Run 1, PDN straps and rails:
Bar = 50 microns. Pins as bars on the die edge. Tap cells in gray.
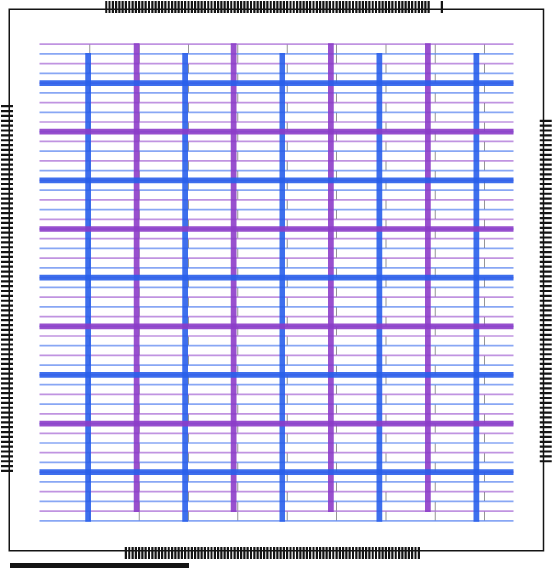
Run 1, placed cells, one color a class:
Bar = 50 microns.
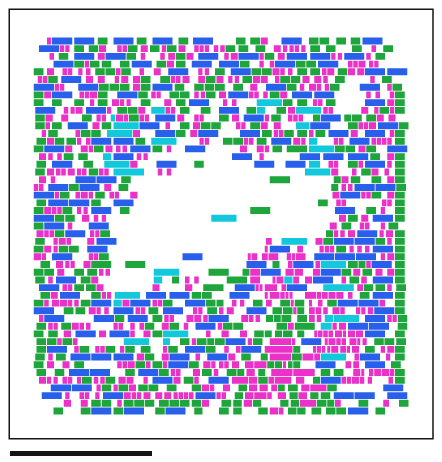
Run 1, clock network drawn from the DEF:
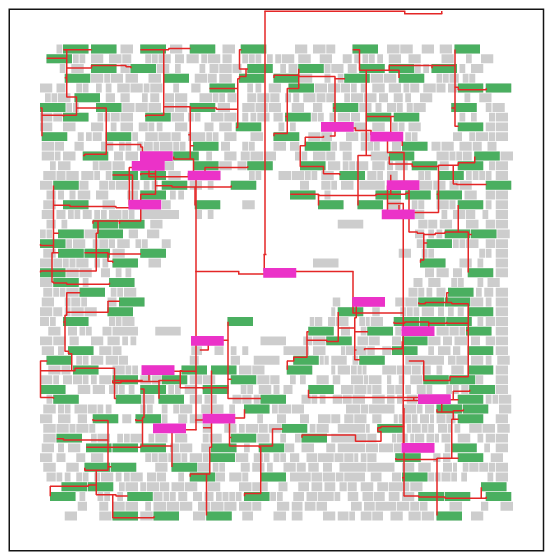
==> src/rtl/id_exe_pipe_reg.sv <==
// ID->EXE pipeline register with RAW/load-use hazard detection, bubble insertion
// on stall or flush, and a saturating count of stall cycles.
module id_exe_pipe_reg #(
  parameter int unsigned DATA_W  = 32,
  parameter int unsigned RADDR_W = 4,
  parameter int unsigned CMD_W   = 4,
  parameter int unsigned SHIFT_W = 12,
  parameter int unsigned IMM24_W = 24,
  parameter int unsigned FWD_EN  = 0,
  parameter int unsigned CNT_W   = 16
) (
  input  logic               clk,
  input  logic               rst,
  input  logic               id_valid,
  input  logic [DATA_W-1:0]  id_pc,
  input  logic               id_wb_en,
  input  logic               id_mem_read,
  input  logic               id_mem_write,
  input  logic               id_s,
  input  logic               id_b,
  input  logic [CMD_W-1:0]   id_exe_cmd,
  input  logic [DATA_W-1:0]  id_val_rn,
  input  logic [DATA_W-1:0]  id_val_rm,
  input  logic               id_imm,
  input  logic [SHIFT_W-1:0] id_shift_op,
  input  logic [IMM24_W-1:0] id_imm24,
  input  logic [RADDR_W-1:0] id_dest,
  input  logic [RADDR_W-1:0] id_src1,
  input  logic [RADDR_W-1:0] id_src2,
  input  logic               id_use_src1,
  input  logic               id_two_src,
  input  logic               mem_wb_en,
  input  logic [RADDR_W-1:0] mem_dest,
  input  logic               flush,
  output logic               stall,
  output logic               ex_valid,
  output logic               ex_wb_en,
  output logic               ex_mem_read,
  output logic               ex_mem_write,
  output logic               ex_s,
  output logic               ex_b,
  output logic [CMD_W-1:0]   ex_exe_cmd,
  output logic [DATA_W-1:0]  ex_pc,
  output logic [DATA_W-1:0]  ex_val_rn,
  output logic [DATA_W-1:0]  ex_val_rm,
  output logic               ex_imm,
  output logic [SHIFT_W-1:0] ex_shift_op,
  output logic [IMM24_W-1:0] ex_imm24,
  output logic [RADDR_W-1:0] ex_dest,
  output logic [RADDR_W-1:0] ex_src1,
  output logic [RADDR_W-1:0] ex_src2,
  output logic [CNT_W-1:0]   stall_cnt
);

  typedef struct packed {
    logic valid;
    logic wb_en;
    logic mem_read;
    logic mem_write;
    logic s;
    logic b;
  } ctrl_t;

  typedef struct packed {
    logic [CMD_W-1:0]   exe_cmd;
    logic [DATA_W-1:0]  pc;
    logic [DATA_W-1:0]  val_rn;
    logic [DATA_W-1:0]  val_rm;
    logic               imm;
    logic [SHIFT_W-1:0] shift_op;
    logic [IMM24_W-1:0] imm24;
    logic [RADDR_W-1:0] dest;
    logic [RADDR_W-1:0] src1;
    logic [RADDR_W-1:0] src2;
  } data_t;

  ctrl_t            ctrl_q, ctrl_d;
  data_t            data_q, data_d;
  logic [CNT_W-1:0] cnt_q, cnt_d;
  logic             hit_e1, hit_e2, hit_m1, hit_m2, haz;

  always_comb begin
    hit_e1 = ctrl_q.valid & ctrl_q.wb_en & (data_q.dest == id_src1);
    hit_e2 = ctrl_q.valid & ctrl_q.wb_en & (data_q.dest == id_src2);
    hit_m1 = mem_wb_en & (mem_dest == id_src1);
    hit_m2 = mem_wb_en & (mem_dest == id_src2);
    if (FWD_EN != 0) begin
      haz = id_valid & ctrl_q.mem_read &
            ((id_use_src1 & hit_e1) | (id_two_src & hit_e2));
    end else begin
      haz = id_valid & ((id_use_src1 & (hit_e1 | hit_m1)) |
                        (id_two_src  & (hit_e2 | hit_m2)));
    end
    stall = haz & ~flush & rst;
  end

  // Bubbles clear only the control bits; data fields keep their last value.
  always_comb begin
    ctrl_d = ctrl_q;
    data_d = data_q;
    cnt_d  = cnt_q;
    if (flush) begin
      ctrl_d = '0;
    end else if (haz) begin
      ctrl_d = '0;
      if (cnt_q != '1) cnt_d = cnt_q + CNT_W'(1);
    end else begin
      ctrl_d.valid     = id_valid;
      ctrl_d.wb_en     = id_valid & id_wb_en;
      ctrl_d.mem_read  = id_valid & id_mem_read;
      ctrl_d.mem_write = id_valid & id_mem_write;
      ctrl_d.s         = id_valid & id_s;
      ctrl_d.b         = id_valid & id_b;
      data_d.exe_cmd   = id_exe_cmd;
      data_d.pc        = id_pc;
      data_d.val_rn    = id_val_rn;
      data_d.val_rm    = id_val_rm;
      data_d.imm       = id_imm;
      data_d.shift_op  = id_shift_op;
      data_d.imm24     = id_imm24;
      data_d.dest      = id_dest;
      data_d.src1      = id_src1;
      data_d.src2      = id_src2;
    end
  end

  always_ff @(posedge clk) begin
    if (!rst) begin
      ctrl_q <= '0;
      data_q <= '0;
      cnt_q  <= '0;
    end else begin
      ctrl_q <= ctrl_d;
      data_q <= data_d;
      cnt_q  <= cnt_d;
    end
  end

  assign ex_valid     = ctrl_q.valid;
  assign ex_wb_en     = ctrl_q.wb_en;
  assign ex_mem_read  = ctrl_q.mem_read;
  assign ex_mem_write = ctrl_q.mem_write;
  assign ex_s         = ctrl_q.s;
  assign ex_b         = ctrl_q.b;
  assign ex_exe_cmd   = data_q.exe_cmd;
  assign ex_pc        = data_q.pc;
  assign ex_val_rn    = data_q.val_rn;
  assign ex_val_rm    = data_q.val_rm;
  assign ex_imm       = data_q.imm;
  assign ex_shift_op  = data_q.shift_op;
  assign ex_imm24     = data_q.imm24;
  assign ex_dest      = data_q.dest;
  assign ex_src1      = data_q.src1;
  assign ex_src2      = data_q.src2;
  assign stall_cnt    = cnt_q;

endmodule
==> config.mk <==
export PLATFORM = sky130hd
export DESIGN_NAME = id_exe_pipe_reg
export DESIGN_NICKNAME = d
export VERILOG_FILES = /design/src/rtl/id_exe_pipe_reg.sv
export SDC_FILE = /design/constraint.sdc
export NUM_CORES = 1
export LEC_CHECK = 0
export CORE_AREA = 8 8 141 143
export DETAILED_ROUTE_END_ITERATION = 7
export DIE_AREA = 0 0 149 151
export PLACE_DENSITY = 0.8
export SYNTH_ARGS = -nofsm -noshare
export SYNTH_HDL_FRONTEND = slang
export SYNTH_SLANG_ARGS = --single-unit
==> constraint.sdc <==
create_clock -name clk -period 2.8 [get_ports clk]
set_clock_uncertainty 0.1 [all_clocks]
set_input_delay 0.7 -clock clk [delete_from_list [all_inputs] [get_ports clk]]
set_output_delay 0.7 -clock clk [all_outputs]
set_load 0.01 [all_outputs]
==> results.tsv, run 1 <==
metric	value	unit
Top Layer Used	met4	
M2 GR Usage	35.18	%
Placeable Area	0.01766	sq mm
NetSw	1.505	mW
post-synth top area share	47.34	%
Slew Viols, Final	0	
global placer's final weighted congestion	0.8757	
met3 WL	2082	microns
hold endpoint	ex_pc[24]	
Residual DRC	0	
Chip Height	151	microns
clock buffer depth	2	
largest net degree at the start of global routing	299	
period utilization	97.40	%
final cell count without fillers	1369	
fin nets	1293	
Port Buffers	336	
met1 Resource Use GR	23.92	%
initial antenna violation count	0	
cts bufs inserted	17	
Yosys warning total	0	
Final min period	2.727	ns
area leader, netlist	dfxtp_1	
Seq pwr share	43.6	%
Placed Cells	1336	
global-route wire length before repair	37650	microns
Multiplexer share	0.6922	%
Most Used Layer, Global Route	met2	
endpoints failing setup	0	
Critical R2R Launch	ex_dest[0]	
Adder Share, Synth	0.1730	%
Ports	337	
Setup CP Type	in -> out	
number of DRC markers in iteration 0	418	
Reg2Reg Setup Slack	0.40	ns
drt pass-1 iters	7	
detail-routed via count per cell	5.336	
largest family of logic cells by area	AND-OR/OR-AND gates	
vias after detailed routing	7305	
final hold violation count	0	
RSZ-0062 raised after global routing	false	
Tot Pwr	6.012	mW
tool warnings	28	
Min Hold Slack	0.3744	ns
vias in the first global route	6962	
most frequent cell after synthesis	dfxtp_1	
Worst Reg-to-Reg Cells	8	
Simple Share, Synth	21.21	%
area grow syn2layout	59.42	%
max frequency	0.3667	GHz
CP startpoint kind	primary input	
Worst Hold Depth	2	
wire per inst	18.16	microns
VDD IR-drop max	0.3914	mV
Final Worst Setup Slack	0.07271	ns
Setup TNS	0	ns
sw frac	25.03	%
hold_sp	ex_pc[24]	
Reg clk slew, reported paths	0.06	ns
ys flops	171	
CP cell instances	clkdlybuf4s50_1 > nand4_1 > nor4_4 > nor4_4 > nor2_1 > buf_2	
XORs/XNORs by Area	1.938	%
worst slack, placed	-0.6098	ns
max_slew headroom	23.58	%
Dominant Register Cell	dfxtp_1	
Seq share, synth	47.34	%
FILL cells	1479	
CP Data Required Time	2.00	ns
Arr. time, crit path	1.93	ns
Distinct lib cells used	36	
post-CTS setup buffer count	1	
CTS tree	yes	
dpl hpwl	17450	microns
status	finished, final reports clean	
GR Util met3	6.872	%
hold crit path type	reg -> reg	
GRT overflow	0	
syn_nets	988	
H-Tree Depth	4	
Post-CTS Resized	22	
Placed Area	0.01088	sq mm
fraction of layout cells with a size suffix above 1	7.281	%
mean post-synth cell area	8.796	sq um
Critical Path End Type	output port	
leakage	4.018	nW
Back to the opening pictures, 'PDN straps and rails':
[VDD] purple
[VSS] blue
signal pins: 337
tap cells: 229
rows: 49

Back to the opening pictures, 'placed cells, one color a class':
[other buffers and delay cells] green | cells: 372 | share of their area: 33%
[flops] blue | cells: 171 | share of their area: 30%
[combinational and other logic] magenta | cells: 565 | share of their area: 31%
[clock drivers and dummy loads] cyan | cells: 32 | share of their area: 5.4%
Seq/total area: 29.70%
Final Cell Area: 0.01153 sq mm
Finished Core Util: 65.28%

Back to the opening pictures, 'clock network drawn from the DEF':
[flip-flops] green | count: 171
[clock wires] red | length: 2150 microns
[clock drivers] magenta | count: 17
routed clock nets: 18
flops lie: all over the die
clock share of power: 40.6%
clk_lat worst skew: 0.42 ns
Clk power: 2.44 mW

## run 1: power by group through the flow
stage / clock (mW) / sequential (mW) / combinational, mW
global placement: 0 / 2.67 / 0.946
detailed placement: 0 / 2.67 / 0.954
CTS: 2.50 / 2.62 / 0.961
finish: 2.44 / 2.62 / 0.954
floorplan: 0 / 2.73 / 0.308
global route: 2.60 / 2.63 / 1.02
## run 1: critical path, delay by kind of cell
| family | cells | cell delay [ns] |
|---|---|---|
| buf+inv | 2 | 0.63 |
| simple gates | 4 | 0.59 |
## run 1: layout make-up
| type | instances | area, sq um | share of cell area, % |
|---|---|---|---|
| clock buffers | 19 | 452.9 | 3.929 |
| clock inverters | 13 | 156.4 | 1.357 |
| inverters | 3 | 13.76 | 0.1194 |
| multi-input cells | 562 | 3467 | 30.08 |
| flip-flops and latches | 171 | 3423 | 29.70 |
| well taps | 229 | 286.5 | 2.486 |
| repair buffers | 372 | 3727 | 32.33 |
## run 1: placed cells by master (no fill, tap or decap), types with 3 or more instances in the layout
cell,instances
and2_1,5
inv_6,3
nand3_1,12
a21oi_1,158
or3_1,4
o31ai_1,6
clkbuf_16,17
o21ai_0,61
nor4_4,3
o21ai_1,91
xor2_1,8
nor2_1,7
dlygate4sd2_1,12
nand2_1,14
xnor2_1,4
or4_1,6
dfxtp_1,171
nand2b_1,5
clkdlybuf4s50_1,322
nand4_1,5
nand3b_1,149
xor2_2,4
buf_4,27
mux2i_1,5
buf_12,9
clkinv_4,4
## run 1: cells by family (layout without fill, tap and decap cells)
family | count (synthesis) | count (layout)
XOR/XNOR | 16 | 16
buffers and inverters | 89 | 407
AND-OR/OR-AND | 321 | 321
multiplexers | 5 | 5
AND/OR/NAND/NOR | 219 | 219
adder cells (fa/ha/maj) | 1 | 1
flip-flops | 171 | 171
==> inputs of run 2 (changes only) <==
--- a/config.mk
+++ b/config.mk
@@ -9,6 +9,7 @@
 export DETAILED_ROUTE_END_ITERATION = 7
 export DIE_AREA = 0 0 149 151
 export PLACE_DENSITY = 0.8
+export SLEW_MARGIN = 0
 export SYNTH_ARGS = -nofsm -noshare
 export SYNTH_HDL_FRONTEND = slang
 export SYNTH_SLANG_ARGS = --single-unit
==> results.tsv, run 2 <==
metric	value	unit	change
status	finished, final reports clean		
most frequent cell after synthesis	dfxtp_1		
ys flops	171		unchanged
Worst Reg-to-Reg Cells	8		unchanged
Residual DRC	0		unchanged
initial antenna violation count	0		unchanged
Reg clk slew, reported paths	0.06	ns	about the same
CP Data Required Time	2.00	ns	about the same
Final Worst Setup Slack	0.07271	ns	unchanged
hold crit path type	reg -> reg		
Placeable Area	0.01766	sq mm	unchanged
Distinct lib cells used	36		unchanged
dpl hpwl	17450	microns	unchanged
Seq share, synth	47.34	%	unchanged
commonest non-fill, non-tap cell in the layout	clkdlybuf4s50_1		
Port Buffers	336		unchanged
max_slew headroom	23.58	%	unchanged
drt pass-1 iters	7		unchanged
Chip Height	151	microns	unchanged
number of DRC markers in iteration 0	418		unchanged
Slew Viols, Final	0		unchanged
leakage	4.018	nW	unchanged
global-route wire length before repair	37650	microns	unchanged
hold_sp	ex_pc[24]		
max frequency	0.3667	GHz	unchanged
cts bufs inserted	17		unchanged
Async SR Flop Fraction	0	%	
period utilization	97.40	%	unchanged
RSZ-0062 raised after global routing	false		
CP startpoint kind	primary input		
Worst Hold Depth	2		unchanged
worst slack, placed	-0.6098	ns	unchanged
Yosys Instances	822		
Arr. time, crit path	1.93	ns	about the same
GRT overflow	0		unchanged
Yosys warning total	0		unchanged
Final min period	2.727	ns	unchanged
Final Cell Area	0.01153	sq mm	unchanged
vias after detailed routing	7305		unchanged
post-synth top area share	47.34	%	unchanged
Min Hold Slack	0.3744	ns	unchanged
Placed Area	0.01088	sq mm	unchanged
clock buffer depth	2		unchanged
clk_lat worst skew	0.42	ns	about the same
fin nets	1293		unchanged
endpoints failing setup	0		unchanged
largest net degree at the start of global routing	299		unchanged
fraction of layout cells with a size suffix above 1	7.281	%	unchanged
Setup CP Type	in -> out		
tool warnings	28		unchanged
area leader, netlist	dfxtp_1		
H-Tree Depth	4		unchanged
wire per inst	18.16	microns	unchanged
mean post-synth cell area	8.796	sq um	unchanged
vias in the first global route	6962		unchanged
Ports	337		unchanged
Post-CTS Resized	22		unchanged
CTS tree	yes		
global placer's final weighted congestion	0.8757		unchanged
final hold violation count	0		unchanged
commonest non-fill, non-tap cells in the layout	clkdlybuf4s50_1, dfxtp_1, a21oi_1		
Critical R2R Launch	ex_dest[0]		
## run 2: cell counts after synthesis
No cell type changed its count.
## run 2: critical path, cell delays in order
cell             delay, ns
clkdlybuf4s50_1       0.49
nand4_1               0.16
nor4_4                0.24
nor4_4                0.09
nor2_1                0.10
buf_2                 0.14
## run 2: stage by stage
step	setup TNS (ns)	std cells	utilization (%)	total power, mW
final	0	1369	65.28	6.012
after global routing	0	1369	65.28	6.258
after CTS	0	1369	65.28	6.077
after detailed placement	-31.33	1336	61.64	3.628
after global placement	-27.78	1336	61.64	3.614
after floorplan	0	822	-	3.037
## run 2: final cells by class
type,instances,area [sq um]
multi-input cells,562,3467
clock buffers,19,452.9
repair buffers,372,3727
flip-flops and latches,171,3423
fillers,1479,6130
inverters,3,13.76
well taps,229,286.5
clock inverters,13,156.4
## run 2: power breakdown
part	internal [mW]	total, mW	switching (mW)
Sequential	2.56	2.62	0.0620
Combinational	0.561	0.954	0.393
Clock	1.39	2.44	1.05
## run 2: final timing paths
check	to	slack, ns
setup / recovery	stall	0.07
hold / removal	ex_pc[24]	0.37
setup reg to reg	ex_val_rn[20]	0.40
hold reg to reg	ex_pc[24]	0.37
## run 2: per-layer routing
metal  routed length, microns  vias up  track usage, %
met5                        0        -               0
met4                      834        0           9.692
met3                     2082       45           6.872
met2                    12310      267           35.18
met1                     9633     3423           23.92
li1                         -     3570               -
## run 2: cells by family (layout without fill, tap and decap cells)
family | Yosys count | count (layout) | synth area share [%]
AOI/OAI and AO/OA | 321 | 321 | 23.03
and+or+nand+nor | 219 | 219 | 21.21
DFF | 171 | 171 | 47.34
buffers and inverters | 89 | 407 | 5.607
xor gates and xnor gates | 16 | 16 | 1.938
muxes | 5 | 5 | 0.6922
adders and majority gates | 1 | 1 | 0.1730
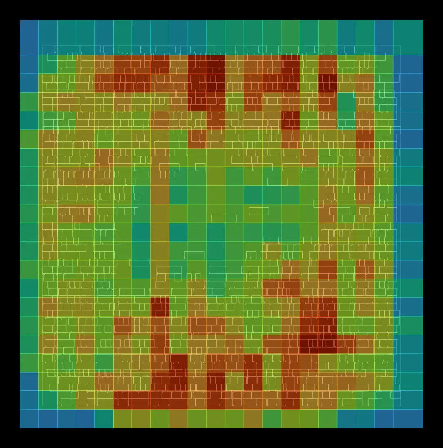
Run 2: routing congestion map
Most Used Layer, Global Route: met2
GR Util met3: 6.872%
met1 Resource Use GR: 23.92%

No activity file was given, so power comes from the tool's default toggle rates.
